Fig. 1: sizing map
Scale bar: 50 µm.
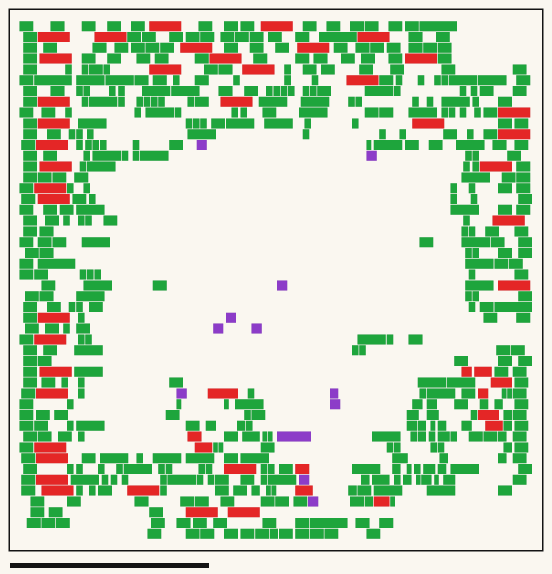
Fig. 2: gate families picked out
Scale bar: 50 µm.
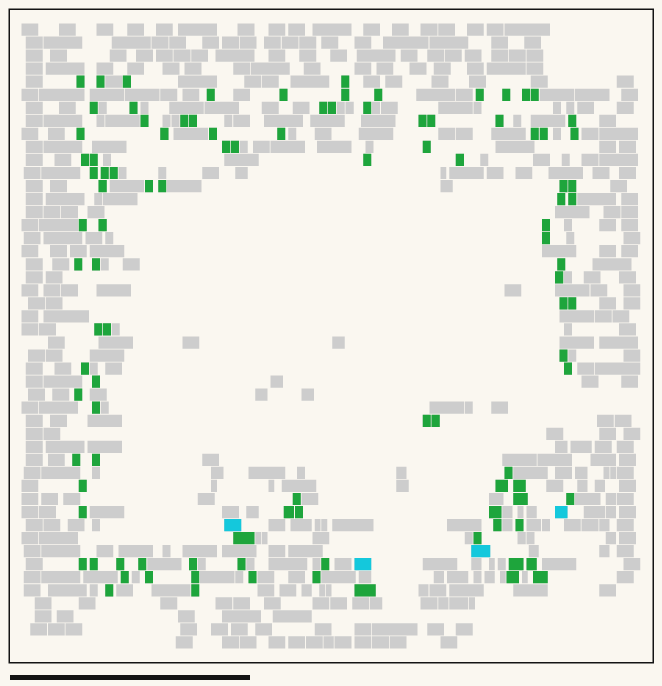
Fig. 3: congestion heat map
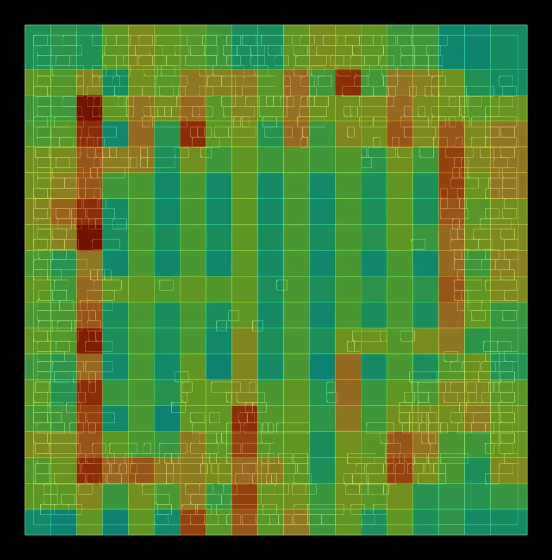
==> config.mk <==
export PLATFORM = sky130hd
export DESIGN_NAME = bank_scheduler_flat
export DESIGN_NICKNAME = d
export VERILOG_FILES = /design/src/rtl/bank_scheduler_if.sv /design/src/rtl/bank_scheduler.sv /design/src/flat_wrapper.sv
export SDC_FILE = /design/constraint.sdc
export NUM_CORES = 1
export LEC_CHECK = 0
export CORE_AREA = 2 2 132 134
export CTS_BUF_LIST = sky130_fd_sc_hd__clkbuf_4
export DETAILED_ROUTE_END_ITERATION = 6
export DIE_AREA = 0 0 134 136
export PLACE_DENSITY = 0.71
export SETUP_SLACK_MARGIN = 0.5
export SLEW_MARGIN = 20
export SYNTH_ARGS = -nofsm -noshare
export SYNTH_HDL_FRONTEND = slang
export SYNTH_HIERARCHICAL = 1
export SYNTH_SLANG_ARGS = --single-unit
==> constraint.sdc <==
create_clock -name clk -period 5.1 [get_ports clk]
set_input_delay 0.51 -clock clk [delete_from_list [all_inputs] [get_ports clk]]
set_output_delay 0.51 -clock clk [all_outputs]
set_load 0.02 [all_outputs]
==> src/rtl/bank_scheduler_if.sv <==
// Packet type shared by the bank and its nodes, plus the bundled mesh/node port
// interface of one bank. The scheduler binds the slave side.
package bank_scheduler_pkg;
    typedef struct packed {
        logic [3:0] x;
        logic [3:0] y;
        logic [3:0] z;
    } addr_t;

    typedef struct packed {
        addr_t       addr;
        logic [31:0] data;
    } pkt_t;
endpackage

interface bank_scheduler_if #(parameter int NUM_NODES = 4);
    import bank_scheduler_pkg::*;

    logic                            in_valid;
    logic                            in_ready;
    pkt_t                            in_pkt;
    logic [NUM_NODES-1:0]            node_in_valid;
    logic [NUM_NODES-1:0]            node_in_ready;
    pkt_t                            node_in_pkt;
    logic [NUM_NODES-1:0]            node_out_valid;
    logic [NUM_NODES-1:0]            node_out_ready;
    pkt_t [NUM_NODES-1:0]            node_out_pkt;
    logic                            out_valid;
    logic                            out_ready;
    pkt_t                            out_pkt;

    modport slave (
        input  in_valid, in_pkt, node_in_ready, node_out_valid, node_out_pkt, out_ready,
        output in_ready, node_in_valid, node_in_pkt, node_out_ready, out_valid, out_pkt
    );

    modport master (
        output in_valid, in_pkt, node_in_ready, node_out_valid, node_out_pkt, out_ready,
        input  in_ready, node_in_valid, node_in_pkt, node_out_ready, out_valid, out_pkt
    );
endinterface

==> src/rtl/bank_scheduler.sv <==
// One bank's mesh port shared by NUM_NODES nodes: address-decoded ingress fan-out
// and round-robin egress into a single registered output slot.
module bank_sched_lane #(
    parameter int PTR_W = 2,
    parameter int IDX   = 0
) (
    input  logic [3:0]       z,
    input  logic [PTR_W-1:0] ptr,
    input  logic             in_valid,
    input  logic             accept_en,
    input  logic             node_in_ready,
    output logic             node_in_valid,
    output logic             ready_sel,
    output logic             node_out_ready
);
    logic sel;

    assign sel            = (z == 4'(IDX));
    assign node_in_valid  = in_valid && sel;
    assign ready_sel      = sel && node_in_ready;
    // Grant depends only on ptr and slot state, never on node valids.
    assign node_out_ready = (ptr == PTR_W'(IDX)) && accept_en;
endmodule

module bank_scheduler #(
    parameter int NUM_NODES  = 4,
    parameter int DROP_CNT_W = 8
) (
    input  logic                  clk,
    input  logic                  rst,
    bank_scheduler_if.slave       bus,
    output logic [DROP_CNT_W-1:0] drop_cnt
);
    import bank_scheduler_pkg::*;

    localparam int PTR_W = (NUM_NODES > 1) ? $clog2(NUM_NODES) : 1;

    logic [PTR_W-1:0]     ptr;
    logic                 accept_en;
    logic                 hit;
    logic                 take;
    logic [NUM_NODES-1:0] lane_in_valid;
    logic [NUM_NODES-1:0] lane_rdy;
    logic [NUM_NODES-1:0] lane_grant;
    logic                 out_valid;
    pkt_t                 out_pkt;

    assign hit       = int'(bus.in_pkt.addr.z) < NUM_NODES;
    assign accept_en = !out_valid || bus.out_ready;
    assign take      = |(bus.node_out_valid & lane_grant);

    for (genvar i = 0; i < NUM_NODES; i++) begin : g_lane
        bank_sched_lane #(.PTR_W(PTR_W), .IDX(i)) u_lane (
            .z             (bus.in_pkt.addr.z),
            .ptr           (ptr),
            .in_valid      (bus.in_valid),
            .accept_en     (accept_en),
            .node_in_ready (bus.node_in_ready[i]),
            .node_in_valid (lane_in_valid[i]),
            .ready_sel     (lane_rdy[i]),
            .node_out_ready(lane_grant[i])
        );
    end

    assign bus.node_in_valid  = lane_in_valid;
    assign bus.node_in_pkt    = bus.in_pkt;
    // Misaddressed packets are swallowed so they cannot wedge the mesh.
    assign bus.in_ready       = !hit || (|lane_rdy);
    assign bus.node_out_ready = lane_grant;
    assign bus.out_valid      = out_valid;
    assign bus.out_pkt        = out_pkt;

    always_ff @(posedge clk) begin
        if (rst) begin
            ptr       <= '0;
            out_valid <= 1'b0;
            out_pkt   <= '0;
            drop_cnt  <= '0;
        end else begin
            // Pointer rotates on every open slot cycle, transfer or not.
            if (accept_en)
                ptr <= (ptr == PTR_W'(NUM_NODES-1)) ? '0 : ptr + 1'b1;
            if (take) begin
                out_valid <= 1'b1;
                out_pkt   <= bus.node_out_pkt[ptr];
            end else if (bus.out_ready) begin
                out_valid <= 1'b0;
            end
            if (bus.in_valid && !hit && drop_cnt != '1)
                drop_cnt <= drop_cnt + 1'b1;
        end
    end
endmodule
==> src/flat_wrapper.sv <==
// flat-port wrapper written by rule: the top's interface ports become plain ports
module bank_scheduler_flat import bank_scheduler_pkg::*;
#(
    parameter int NUM_NODES  = 4,
    parameter int DROP_CNT_W = 8
)
  (clk, rst, drop_cnt, bus_in_valid, bus_in_pkt, bus_node_in_ready, bus_node_out_valid, bus_node_out_pkt, bus_out_ready, bus_in_ready, bus_node_in_valid, bus_node_in_pkt, bus_node_out_ready, bus_out_valid, bus_out_pkt);
  bank_scheduler_if #(.NUM_NODES(NUM_NODES)) bus_i ();
  input  logic clk;
  input  logic rst;
  output logic [DROP_CNT_W-1:0] drop_cnt;
  input wire logic [$bits(bus_i.in_valid)-1:0] bus_in_valid;
  input wire logic [$bits(bus_i.in_pkt)-1:0] bus_in_pkt;
  input wire logic [$bits(bus_i.node_in_ready)-1:0] bus_node_in_ready;
  input wire logic [$bits(bus_i.node_out_valid)-1:0] bus_node_out_valid;
  input wire logic [$bits(bus_i.node_out_pkt)-1:0] bus_node_out_pkt;
  input wire logic [$bits(bus_i.out_ready)-1:0] bus_out_ready;
  output wire logic [$bits(bus_i.in_ready)-1:0] bus_in_ready;
  output wire logic [$bits(bus_i.node_in_valid)-1:0] bus_node_in_valid;
  output wire logic [$bits(bus_i.node_in_pkt)-1:0] bus_node_in_pkt;
  output wire logic [$bits(bus_i.node_out_ready)-1:0] bus_node_out_ready;
  output wire logic [$bits(bus_i.out_valid)-1:0] bus_out_valid;
  output wire logic [$bits(bus_i.out_pkt)-1:0] bus_out_pkt;
  assign bus_i.in_valid = bus_in_valid;
  assign bus_i.in_pkt = bus_in_pkt;
  assign bus_i.node_in_ready = bus_node_in_ready;
  assign bus_i.node_out_valid = bus_node_out_valid;
  assign bus_i.node_out_pkt = bus_node_out_pkt;
  assign bus_i.out_ready = bus_out_ready;
  assign bus_in_ready = bus_i.in_ready;
  assign bus_node_in_valid = bus_i.node_in_valid;
  assign bus_node_in_pkt = bus_i.node_in_pkt;
  assign bus_node_out_ready = bus_i.node_out_ready;
  assign bus_out_valid = bus_i.out_valid;
  assign bus_out_pkt = bus_i.out_pkt;
  bank_scheduler #(.NUM_NODES(NUM_NODES), .DROP_CNT_W(DROP_CNT_W)) u_core (.clk(clk), .rst(rst), .bus(bus_i), .drop_cnt(drop_cnt));
endmodule
==> flow_summary.ini <==
; flow metrics
[finish]
clk_share = 0.00823
lay_top_count = clkdlybuf4s50_1
comb_share = 0.351
ff_count = 55
seq_share = 0.178
regArea_um2 = 1110
syn2layout_area_growth_pct = 63.0
largest_class = non-clock buffers
inverters = 0
fin_util = 0.369
design_area_um2 = 6230
nFillCells = 1718
layout.cells.most_common_list = clkdlybuf4s50_1, dfxtp_1, a21oi_1

[drt]
routed_wl_um = 13600
top_layer_used = met4

[clock_network]
clk_pin_slew_worst_paths_ps = 160
cts_setup_buffers = 0
tritoncts = built
h-tree-depth = 2
cts_buffer_depth = 2
post_cts_resized = 0
cts_made_buffers = 5

[global_routing]
antenna_found_initial = 1
grt_overflow_total = 0
grtUsageMet3 = 0.0537
grt_max_degree = 58
grt_pass1_wl_um = 20300
grt.busiest_layer = met2

[status]
status = completed

[pwr]
powerSeq_mw = 0.585
p_comb_frac = 0.547
clk-power_mw = 0.196
p_int_mw = 1.07
p_leak_nw = 2.07
power.density_nw_per_um2 = 276
p_sw_mw = 0.655
pwr-share-clk = 0.114

[synth]
syn_inst = 380
yosys-top-cells-count = dfxtp_1, a21oi_1, nand3_1
most_common_cell = dfxtp_1
yosysCellCount = 380
fp_nets = 614
ys.flops = 55
yosys_warnings = 6

[job]
warnings = 26
cap_viol_max_count = 0

[timing]
clock_skew_ps = 8.09
fin_crit_ps = 3100
hold_viol_final = 0
finalWorstSetupSlack_ps = 2000
slew_headroom = 0.341
worst-slew-pin-transition_ps = 989
whs_ps = 473
timing.final.crit_share = 0.608
setup_viol = 0
final_max_slew_viol_count = 0

[setup_path]
worst_ep_required_time_ps = 4590
cpPeakStageDelay_ps = 700
cp_top_family = buffers and inverters
path_cells = buf_4, nand2_1, nor2_1, clkdlybuf4s50_1
end_kind = output pin
cp_max_fo = 31

[place]
gp_congestion = 0.731
io_buffers = 257
dp_cells = 790
pre_cts_ws_ps = 1980

[floorplan]
die_x_um = 134
core_util_floorplan = 0.226
die_y_um = 136
n_tap_cell = 225
Back to the opening pictures, Fig. 1:
color	size	cells	share
red	_2 cells	50	8.7%
green	_0 and _1 cells	511	89%
purple	_3 and _4 cells	12	2.1%

Back to the opening pictures, Fig. 2:
color	family	cells
cyan	AND-OR and OR-AND gates	4
green	inverting AOI/OAI gates	104

Back to the opening pictures, Fig. 3:
gr usage total: 0.144
GR Layer Usage met1: 0.166
met2 Resource Use GR: 0.248

## flip-flops by register name, indices dropped and copies added (netlist names)
signal	flops
u_core/bus.out_pkt	44
u_core/bus.out_valid	1
u_core/drop_cnt	8
u_core/ptr	2
## path summary, 6_finish.rpt
check,start,end,cells past startpoint
setup / recovery,u_core/ptr[0],bus_node_out_ready[1],4
hold / removal,u_core/bus.out_pkt[32],u_core/bus.out_pkt[32],2
hold reg to reg,u_core/bus.out_pkt[32],u_core/bus.out_pkt[32],2
setup reg to reg,u_core/ptr[0],u_core/bus.out_pkt[15],6
## logic make-up after synthesis
family / Yosys count / share of synthesized area
buf+inv: 76 / 0.140
fa+ha+maj: 2 / 0.00655
mux: 48 / 0.276
flops: 55 / 0.288
compound gates: 108 / 0.156
simple gates: 91 / 0.134
No activity file was given, so power comes from the tool's default toggle rates.
